## src/rtl/fifo_pkg.sv

```systemverilog
// Shared definitions for the FIFO write-port arbiter: default sizes and FSM state encoding.
package fifo_pkg;

  localparam int unsigned NREQ_DEFAULT   = 4;
  localparam int unsigned DATA_W_DEFAULT = 8;

  typedef enum logic {
    StIdle = 1'b0,
    StOwn  = 1'b1
  } arb_state_e;

  // Index width for a requester count; keeps a 1-requester build legal.
  function automatic int unsigned idx_w(int unsigned n);
    return (n > 1) ? $clog2(n) : 1;
  endfunction

endpackage

```

## src/rtl/rr_pick.sv

```systemverilog
// Combinational round-robin picker: first set req bit searching from last_owner+1, wrapping.
module rr_pick
  import fifo_pkg::*;
#(
  parameter int unsigned NREQ = NREQ_DEFAULT,
  localparam int unsigned IDX_W = idx_w(NREQ)
) (
  input  logic [NREQ-1:0]  req,
  input  logic [IDX_W-1:0] last_owner,
  output logic             valid,
  output logic [IDX_W-1:0] index
);

  function automatic logic [IDX_W-1:0] wrap(logic [IDX_W-1:0] base, int unsigned off);
    int unsigned j;
    j = 32'(base) + off;
    if (j >= NREQ) j = j - NREQ;
    return IDX_W'(j);
  endfunction

  // Scan from the farthest slot down so the nearest set bit is the last assignment.
  always_comb begin
    valid = 1'b0;
    index = '0;
    for (int unsigned k = NREQ; k >= 1; k--) begin
      if (req[wrap(last_owner, k)]) begin
        valid = 1'b1;
        index = wrap(last_owner, k);
      end
    end
  end

endmodule

```

## src/rtl/fifo_wr_arbiter.sv

```systemverilog
// Round-robin arbiter sharing one FIFO write port among NREQ requesters, with bounded bursts
// and stall-safe ownership while the FIFO is full.
module fifo_wr_arbiter
  import fifo_pkg::*;
#(
  parameter int unsigned NREQ      = NREQ_DEFAULT,
  parameter int unsigned DATA_W    = DATA_W_DEFAULT,
  parameter int unsigned MAX_BURST = 4
) (
  input  logic                     wr_clk,
  input  logic                     rst,
  input  logic [NREQ-1:0]          req,
  input  logic [NREQ*DATA_W-1:0]   req_data,
  input  logic                     fifo_full,
  output logic [NREQ-1:0]          ack,
  output logic [NREQ-1:0]          grant,
  output logic                     fifo_wr_en,
  output logic [DATA_W-1:0]        fifo_write_data,
  output logic                     busy
);

  localparam int unsigned IDX_W = idx_w(NREQ);

  arb_state_e       state_q;
  logic [IDX_W-1:0] owner_q;
  logic [IDX_W-1:0] last_owner_q;
  logic [NREQ-1:0]  grant_q;
  logic [3:0]       burst_q;

  logic             pick_valid;
  logic [IDX_W-1:0] pick_index;
  logic             own_req;
  logic             accept;
  logic [3:0]       burst_inc;
  logic             burst_done;

  rr_pick #(
    .NREQ(NREQ)
  ) u_rr_pick (
    .req       (req),
    .last_owner(last_owner_q),
    .valid     (pick_valid),
    .index     (pick_index)
  );

  // grant_q is one-hot of owner_q, so masking with it selects the owner's request.
  always_comb begin
    own_req    = |(req & grant_q);
    accept     = (state_q == StOwn) && own_req && !fifo_full;
    burst_inc  = burst_q + 4'd1;
    burst_done = (burst_inc == 4'(MAX_BURST));
  end

  always_ff @(posedge wr_clk) begin
    if (rst) begin
      state_q      <= StIdle;
      owner_q      <= '0;
      last_owner_q <= IDX_W'(NREQ - 1);
      grant_q      <= '0;
      burst_q      <= '0;
    end else begin
      case (state_q)
        StIdle: begin
          if (pick_valid) begin
            state_q <= StOwn;
            owner_q <= pick_index;
            grant_q <= NREQ'(1) << pick_index;
            burst_q <= '0;
          end
        end
        StOwn: begin
          if (!own_req || (accept && burst_done)) begin
            state_q      <= StIdle;
            grant_q      <= '0;
            last_owner_q <= owner_q;
          end else if (accept) begin
            burst_q <= burst_inc;
          end
        end
        default: state_q <= StIdle;
      endcase
    end
  end

  // Outputs are forced quiet while rst is high so a reset mid-burst drops that cycle's write.
  always_comb begin
    ack             = '0;
    fifo_wr_en      = 1'b0;
    fifo_write_data = '0;
    busy            = 1'b0;
    if (!rst && (state_q == StOwn)) begin
      busy       = 1'b1;
      fifo_wr_en = accept;
      ack        = accept ? grant_q : '0;
      for (int unsigned i = 0; i < NREQ; i++) begin
        if (grant_q[i]) begin
          fifo_write_data = fifo_write_data | req_data[i*DATA_W +: DATA_W];
        end
      end
    end
  end

  assign grant = grant_q;

endmodule

```

## config.mk

```make
export PLATFORM = sky130hd
export DESIGN_NAME = fifo_wr_arbiter
export DESIGN_NICKNAME = d
export VERILOG_FILES = /design/src/rtl/fifo_pkg.sv /design/src/rtl/rr_pick.sv /design/src/rtl/fifo_wr_arbiter.sv
export SDC_FILE = /design/constraint.sdc
export NUM_CORES = 1
export LEC_CHECK = 0
export CAP_MARGIN = 15
export CORE_ASPECT_RATIO = 1.5
export CORE_MARGIN = 2
export CORE_UTILIZATION = 38
export CTS_BUF_LIST = sky130_fd_sc_hd__clkbuf_4 sky130_fd_sc_hd__clkbuf_8
export CTS_CLUSTER_SIZE = 28
export DETAILED_ROUTE_END_ITERATION = 8
export GPL_ROUTABILITY_DRIVEN = 0
export PLACE_DENSITY = 0.81
export REMOVE_ABC_BUFFERS = 1
export SYNTH_ARGS = -nofsm -noshare
export SYNTH_HDL_FRONTEND = slang
export SYNTH_SLANG_ARGS = --single-unit
```

## constraint.sdc

```tcl
create_clock -name wr_clk -period 1.75 [get_ports wr_clk]
set_input_delay 0.35 -clock wr_clk [delete_from_list [all_inputs] [get_ports wr_clk]]
set_output_delay 0.35 -clock wr_clk [all_outputs]
set_load 0.02 [all_outputs]
```

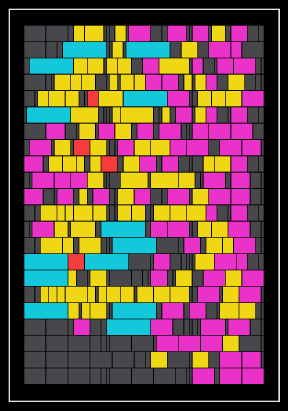
Figure 1: run 1, placed cells, one colour a class.
Drawn at 6 px/um. Fill, decap, tap and diode cells in grey.
- cyan: flip-flops (cells 13; share of their area 16%)
- magenta: other buffers and delay cells (cells 77; share of their area 41%)
- red: clock drivers and dummy loads (cells 4; share of their area 1.7%)
- yellow: all other logic (cells 96; share of their area 41%)

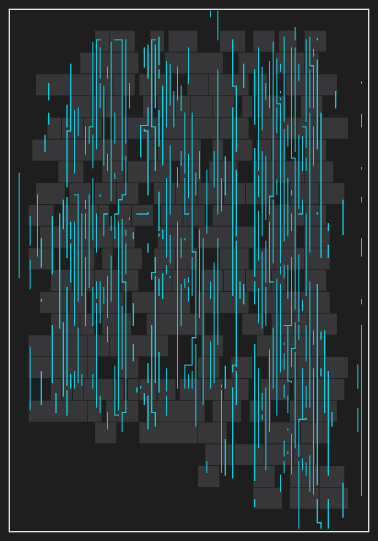
Figure 2: run 1, the metal 2 layer.
Drawn at 8 px/um. Cells faint in the background.
- nets with wire on the layer: 205
- share of all routed wire: 49%
- wire length on this layer: 1,690 um
via count: 1,246
GRT met2 Usage: 41.8%
WL final: 3420 um

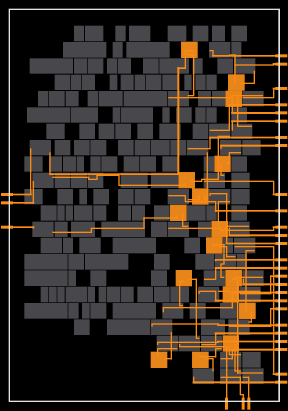
Figure 3: run 1, wires at chosen ports, followed through buffers.
Drawn at 6 px/um.
- orange: req_data (direction input; edge 26 right, 3 bottom, 3 left; end cells 16; buffers 32; wire 698 um)

==> reports/summary.txt, run 1 <==
status - finished clean
cell depth of the worst setup path - 5
fill cell count - 203
startpoint types - input pin
Sw Share - 33.5%
TritonCTS buffer count - 3
cell family with most CP delay - buffers and inverters
GRT Overall Usage - 23.6%
Synthesized registers - 13
Core Util at FP - 39.5%
uppermost routed layer - met4
Biggest consumer - combinational logic
number of gates resized after CTS - 71
Power Density - 570 mW/mm2
Cell Type Count - 35
Worst Tran Pin Value - 319 ps
AO/OA Area Share - 38.0%
Latency at later pin - 280 ps
CTS Buffer Depth - 2
Gate Area - 653 um2
Internal - 622 uW
yosys simple share - 23.7%
final core utilization - 68.5%
Synth Warn # - 0
Place WS - -767 ps
Signal buffers - 77
drt pass-1 iters - 4
DR WL met2 - 1690 um
ClkCell Share - 1.68%
most numerous logic cells after layout - clkdlybuf4s50_1 (34), buf_4 (28), a22oi_1 (16), dfxtp_1 (13), a21oi_1 (10)
Slew Limit Fails - 0
flop count - 13
Clock group - 184 uW
num rows - 22
crit path DAT - 1370 ps
number of hold buffers added after CTS - 0
Combinational Gates - 94
setup TNS - 0 ps
area of placed instances - 0.00163 mm2
hold crit path type - flop to flop
Root Buffer - clkbuf_4
Worst-path clk slew - 80 ps
vias in the first global route - 1,176
clock power share - 19.7%
Hold Slack - 475 ps
Top cell excl fill/tap - clkdlybuf4s50_1
CORE AREA - 0.00239 mm2
r2r endpoint - last_owner_q[0]
placed instance count - 209
met3 WL - 417 um
Post-synth EDFFs - 0
total power - 935 uW
worst vdd ir - 0.676 mV
Worst Setup End Kind - output port
Area Growth Syn to Fin - 73.4%
Hold Path Cell Cnt - 2
H-tree level count - 1
MaxCap Viol Count - 0
Non-clock inverters - 2
Async SR Flop Fraction - 0%
flop share of the area - 15.9%
initial drt markers - 44
Clock Sinks - 13
Adder Area Share - 1.32%
# diodes - 0
IO Count - 57
Netlist Area Pre-Place - 946 um2
Crit path largest cell delay - 420 ps
==> run 2, diff against run 1 <==
SETUP_SLACK_MARGIN = 0.15   (was unset)
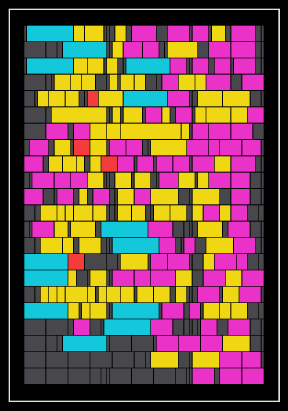
Figure 4: run 2, placed cells, one colour a class.
Drawn at 6 px/um. Fill, decap, tap and diode cells in grey.
- red: clock drivers and dummy loads (cells 4; share of their area 1.6%)
- cyan: flip-flops (cells 13; share of their area 15%)
- magenta: other buffers and delay cells (cells 82; share of their area 42%)
- yellow: all other logic (cells 96; share of their area 42%)
design area: 0.00178 mm2
num rows: 22
CORE AREA: 0.00239 mm2

==> reports/summary.txt, run 2 <==
Clock Sinks - 13 (unchanged)
Synth Warn # - 0 (unchanged)
H-tree level count - 1 (unchanged)
Root Buffer - clkbuf_4
total power - 988 uW (+5.7%)
Worst Setup End Kind - output port
GRT Overall Usage - 25.2% (+1.5 points)
placed instance count - 209 (unchanged)
Combinational Gates - 94 (unchanged)
WL final - 3850 um (+13%)
Post-synth EDFFs - 0 (unchanged)
DR WL met2 - 2040 um (+21%)
fill cell count - 180 (-11%)
cell depth of the worst setup path - 5 (unchanged)
flop count - 13 (unchanged)
uppermost routed layer - met4
# diodes - 0 (unchanged)
Latency at later pin - 280 ps (about the same)
Async SR Flop Fraction - 0% (unchanged)
worst vdd ir - 0.621 mV (-8.2%)
crit path DAT - 1380 ps (about the same)
drt pass-1 iters - 4 (unchanged)
Worst-path clk slew - 80 ps (about the same)
Core Util at FP - 39.5% (unchanged)
Adder Area Share - 1.32% (unchanged)
yosys simple share - 23.7% (unchanged)
Biggest consumer - combinational logic
clock power share - 19.2% (-0.5 points)
initial drt markers - 34 (-23%)
Place WS - -767 ps (unchanged)
TritonCTS buffer count - 3 (unchanged)
Hold Slack - 475 ps (+0.682 ps)
ClkCell Share - 1.55% (-0.13 points)
Cell Type Count - 35 (unchanged)
Power Density - 556 mW/mm2 (-2.4%)
MaxCap Viol Count - 0 (unchanged)
CTS Buffer Depth - 2 (unchanged)
status - finished clean
Sw Share - 34.1% (+0.57 points)
final core utilization - 74.1% (+5.6 points)
startpoint types - flop
met3 WL - 426 um (+2.2%)
r2r endpoint - last_owner_q[0]
hold crit path type - flop to flop
Worst Tran Pin Value - 321 ps (+2.43 ps)
Crit path largest cell delay - 340 ps (-80 ps)
AO/OA Area Share - 38.0% (unchanged)
number of gates resized after CTS - 90 (+27%)
Hold Path Cell Cnt - 2 (unchanged)
Netlist Area Pre-Place - 946 um2 (unchanged)
area of placed instances - 0.00163 mm2 (unchanged)
==> run 3, diff against run 2 <==
CORE_UTILIZATION = 35   (was 38)
CTS_CLUSTER_DIAMETER = 50   (was unset)
PLACE_DENSITY = 0.75   (was 0.81)
SYNTH_HIERARCHICAL = 1   (was unset)
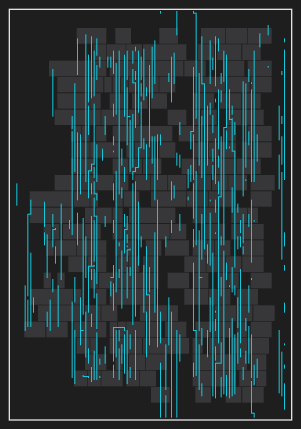
Figure 5: run 3, the metal 2 layer.
Drawn at 6 px/um. Cells faint in the background.
- share of all routed wire: 52%
- nets with wire on the layer: 210
- main direction: vertical
- wire length on this layer: 1,720 um
- longest straight run: 27.5 um
GRT met2 Usage: 39.0%
WL final: 3310 um
via count: 1,245

==> reports/summary.txt, run 3 <==
yosys simple share - 24.6% (+0.90 points)
hold crit path type - flop to flop
startpoint types - flop
H-tree level count - 1 (unchanged)
Sw Share - 31.6% (-2.4 points)
ClkCell Share - 2.55% (+1.0 points)
Crit path largest cell delay - 320 ps (-20 ps)
Adder Area Share - 1.30% (-0.022 points)
most common cell in the netlist - a22oi_1
num rows - 23 (+4.5%)
Combinational Gates - 95 (+1.1%)
Place WS - -655 ps (+112 ps)
crit path DAT - 1280 ps (-100 ps)
# diodes - 0 (unchanged)
CORE AREA - 0.00265 mm2 (+11%)
met3 WL - 375 um (-12%)
Core Util at FP - 36.3% (-3.2 points)
Biggest consumer - combinational logic
Latency at later pin - 250 ps (-30 ps)
clock power share - 25.8% (+6.6 points)
Netlist Area Pre-Place - 962 um2 (+1.7%)
Async SR Flop Fraction - 0% (unchanged)
area of placed instances - 0.00171 mm2 (+4.4%)
status - finished clean
Power Density - 574 mW/mm2 (+3.1%)
number of gates resized after CTS - 83 (-7.8%)
Synth Warn # - 6 (+6)
DR WL met2 - 1720 um (-16%)
Post-synth EDFFs - 0 (unchanged)
Worst Tran Pin Value - 314 ps (-6.71 ps)
Switch Pwr - 329 uW
Root Buffer - clkbuf_8
r2r endpoint - burst_q[0]
Hold Path Cell Cnt - 2 (unchanged)
AO/OA Area Share - 35.4% (-2.6 points)
total power - 1040 uW (+5.4%)
initial drt markers - 33 (-2.9%)
TritonCTS buffer count - 3 (unchanged)
Hold Slack - 502 ps (+26.3 ps)
Worst Setup End Kind - output port
placed instance count - 228 (+9.1%)
uppermost routed layer - met4
final core utilization - 68.5% (-5.6 points)
Clock Sinks - 13 (unchanged)
fill cell count - 219 (+22%)
CTS Buffer Depth - 2 (unchanged)
drt pass-1 iters - 4 (unchanged)
worst vdd ir - 0.399 mV (-36%)
flop count - 13 (unchanged)
design area - 0.00181 mm2 (+2.2%)
XORs/XNORs by Area - 0%
Worst-path clk slew - 60 ps (-20 ps)

==> notes/layouts.md <==
Pictures saved along the way, in no particular order.

Clock nets.
image #1
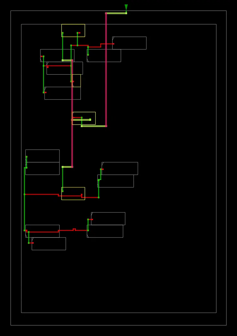
image #2
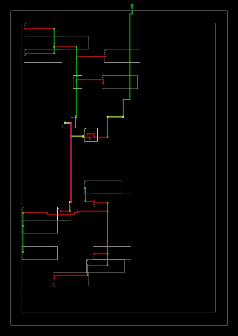
For run 3, see image #1.
For run 2, see image #2.

No activity file was given, so power comes from the tool's default toggle rates.
